Design vwu_dmem_arbiter, sky130hd; sources not shown.
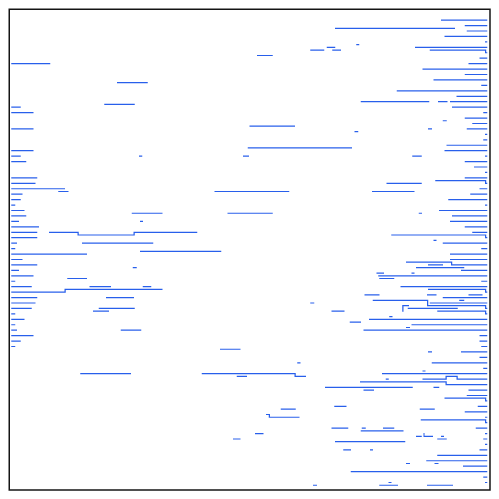
*Met3 routing*
(4 px per micron)
nets with wire on the layer = 171
main direction = horizontal
share of all routed wire = 6.8%
via count: 5931
Post-Route WL: 21500 microns
met3 Use GR: 5.94%

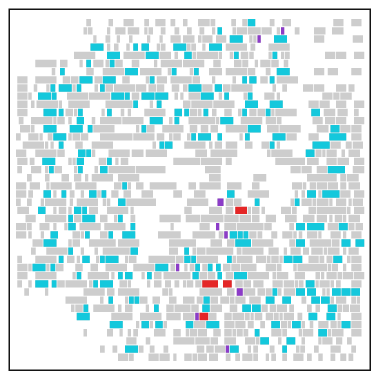
*Selected gate families*
(3 px per micron)
purple -> inv cells  # cells 9, most used inv_1
red -> non-inverting ao/oa cells  # cells 4, where bottom centre
cyan -> aoi and oai cells  # cells 191, most used a21oi_1, where spread over the die
non-filler cells, final: 1109
logic gate fraction of the total cell area: 40.8%
most frequent logic cell in the layout: nor2_1

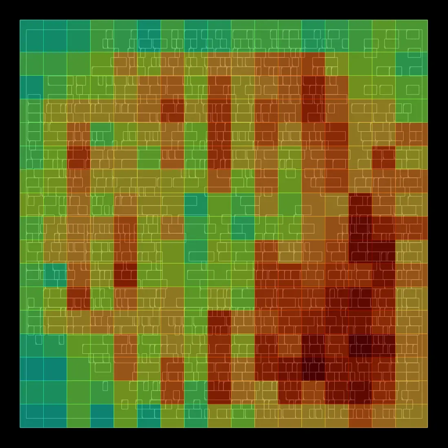
*Track usage over the die*
final core occ: 62.2%
met2 usage: 50.8%
GR peak layer: met2
GRT Overall Usage: 28.0%

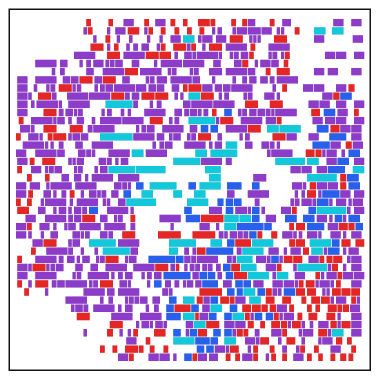
*Drive-strength map*
(3 px per micron)
blue -> x3 and x4  # cells 78
purple -> x1 and smaller  # cells 584
cyan -> x6 and larger  # cells 57
red -> x2  # cells 213
setup slack after layout: -0.469 ns
design area: 0.00826 sq mm
count of plain and timing-repair buffers: 323

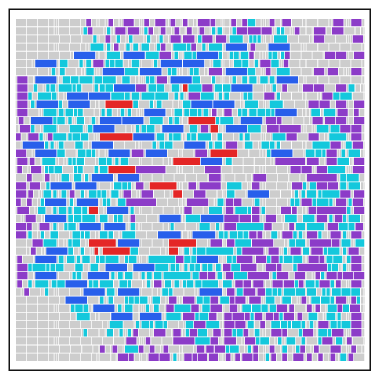
*Cells coloured by class*
(3 px per micron) Fill, decap, tap and diode cells in grey.
blue -> registers  # cells 71
red -> clock drivers and dummy loads  # cells 16
purple -> remaining buffers and delay cells  # cells 323
cyan -> remaining logic cells  # cells 522
Std-Cell Rows: 42
core area: 0.0133 sq mm

==> run summary <==
flow finished, numbers: maximum clock path buffer count=2, H-tree lvl count=3, Pre-Repair DR Iteration Count=5, Distinct cells, synth=34, largest stage delay on the critical path=0.32 ns, CP max-delay cell=dfxtp_2, internal power=3.13 mW, # fillers=1198, top-count cell post-synth=nor2_1, Worst Path Required=1.92 ns, most used cell, CP=buf_12, outcome=finished, violations left, Power Clock=~1.3 mW, Synth warnings=0, number of enable flip-flop cells=0, Hold-fix buffers, CTS=0, clock share of power=27.9%, worst slew pin tran=0.662 ns, Slew headroom=55.8%, Switching Share=34.9%, Final #Nets=1109, Fmax achieved=0.348 GHz, antenna viol nets, final=0, die height=120 microns, Worst Setup End Kind=primary output, fin crit period=2.87 ns, hold depth=2, startpoint types=register, crit path kind=register to primary output, critical path cell sequence=inv_2 > buf_4 > ha_4 > nor2b_2 > a22o_1 > a211o_1 > inv_4 > buf_12 > buf_12 > nand2_1 > a21oi_2 > buf_2, FP Util=33.9%, CTS tree=built, Post-Synthesis Cells=667, max reg flops=64, main power-consuming group=combinational logic, clk_skew=0.00791 ns, placed cell area=0.00724 sq mm, Tightest Hold Check Type=register to register, top-level I/O count=between 200 and 300, Post-Syn Area per Cell=6.75 sq um, clk_lat worst skew=around 0.33 ns, maxcap violations=0, seq pwr=1.32 mW, Iter 0 DRT Violations=332, P_comb=2.15 mW, Vias/cell=5.35, Mapped Area=0.00450 sq mm, Hold Vio Cnt, Final=0, maximum VDD drop=339 uV, fraction of layout cells with a size suffix above 1=37.3%, setup violators final=74, ys async rst share=0%, Synth area leaders=dfxtp_1, a21oi_1, nor2_1, number of port buffers=about 240, register area share after synthesis=31.6%, initial antenna violation count=1, Power Total=between 4 and 5 mW, ys flops=slightly above 70, largest net degree at the start of global routing=66, yosys stat cell total=roughly 670, Cell Pwr Density=582 mW/mm^2, largest area contributor in the synthesized netlist=dfxtp_1, cts bufs inserted=9, Worst-path clk slew=0.06 ns, final max-slew violation count=0, cells on worst reg2reg path=13, RSZ-0062 raised after global routing=true, post-place setup slack=-0.857 ns, Dominant flop cell=dfxtp_1, Crit Path Max Fanout=8, total congestion overflow=0, fin crit share=120%, reg-to-reg slack, setup=0.20 ns, Yosys Chip Area=between 0.004 and 0.005 sq mm, synthesis-to-layout area growth=83.5%, Critical Path AT=2.39 ns, Post-synth top cells=nor2_1, a21oi_1, nand2_1, Detail Placement HPWL=13800 microns, Final GP Congestion=approximately 0.86, clock tree root buffer cell=clkbuf_16, post-synth top area share=31.6%, vias in the first global route=around 5.6k, total clock sinks=71, wire per inst=approximately 19 microns, first-pass GRT wire length=31200 microns, tool warnings=82, most common logic cells in the final layout=nor2_1, clkdlybuf4s50_1, buf_2, DIE AREA=0.0144 sq mm, register share of total power=between 20 and 30%, drt drc=0, die width=120 microns, setup slack after layout=-0.469 ns, Psw=1.68 mW, leakage=around 3.3 nW, combinational fraction of design power=44.8%, failing checks=setup timing
## per-stage QoR
stage                     hold WS (ns)  std cells  util, %  setup TNS [ns]
after detailed placement         0.478       1048     54.5          -42.63
after CTS                        0.491       1102     61.1          -22.75
after global routing             0.511       1109     62.2          -24.85
after global placement           0.467       1048     54.5          -41.50
final                            0.488       1109     62.2          -19.16
after floorplan                  0.456        668        -               0
## metal layers
| layer | vias up | global-route usage, % | wire [microns] |
|---|---|---|---|
| li1 | 2812 | - | - |
| met1 | 2812 | 29.9 | 7770 |
| met2 | 245 | 50.8 | 11000 |
| met3 | 62 | 5.94 | 1470 |
| met4 | 0 | 15.9 | 1280 |
| met5 | - | 0 | 0 |
## cell type report
cell class              count  area, sq um  area share (%)
multi-input cells         513         3380            40.8
repair buffers            323         2900            35.1
flip-flops and latches     71         1430            17.3
clock buffers              10          229            2.77
well taps                 176          220            2.66
clock inverters             6         68.8           0.833
inverters                   9         38.8           0.469
diodes                      1         2.50          0.0303
## logic make-up after synthesis
| family | count (synthesis) | synth area share (%) |
|---|---|---|
| and+or+nand+nor | 309 | 32.1 |
| AOI/OAI and AO/OA | 195 | 26.2 |
| buffers and inverters | 84 | 8.19 |
| DFF | 71 | 31.6 |
| adders and majority gates | 6 | 1.67 |
| muxes | 1 | 0.222 |
| other | 1 | 0.0833 |
## timing repair
action / 4_1_cts / 5_1_grt
endpoints found under the hold margin: 0 / 0
setup endpoints to repair: 113 / 112
gates resized: 454 / 152
cloned: 10 / 0
setup buffers: 28 / 13
pin swaps: 25 / 39
## worst max-delay path, delay by kind of cell, from the launching register on
family | cells | cell delay [ns]
adders and majority gates | 1 | 0.15
DFF | 1 | 0.32
and+or+nand+nor | 2 | 0.17
AOI/OAI and AO/OA | 3 | 0.69
buffers and inverters | 6 | 0.73
Power is estimated from default activity; no workload was simulated.
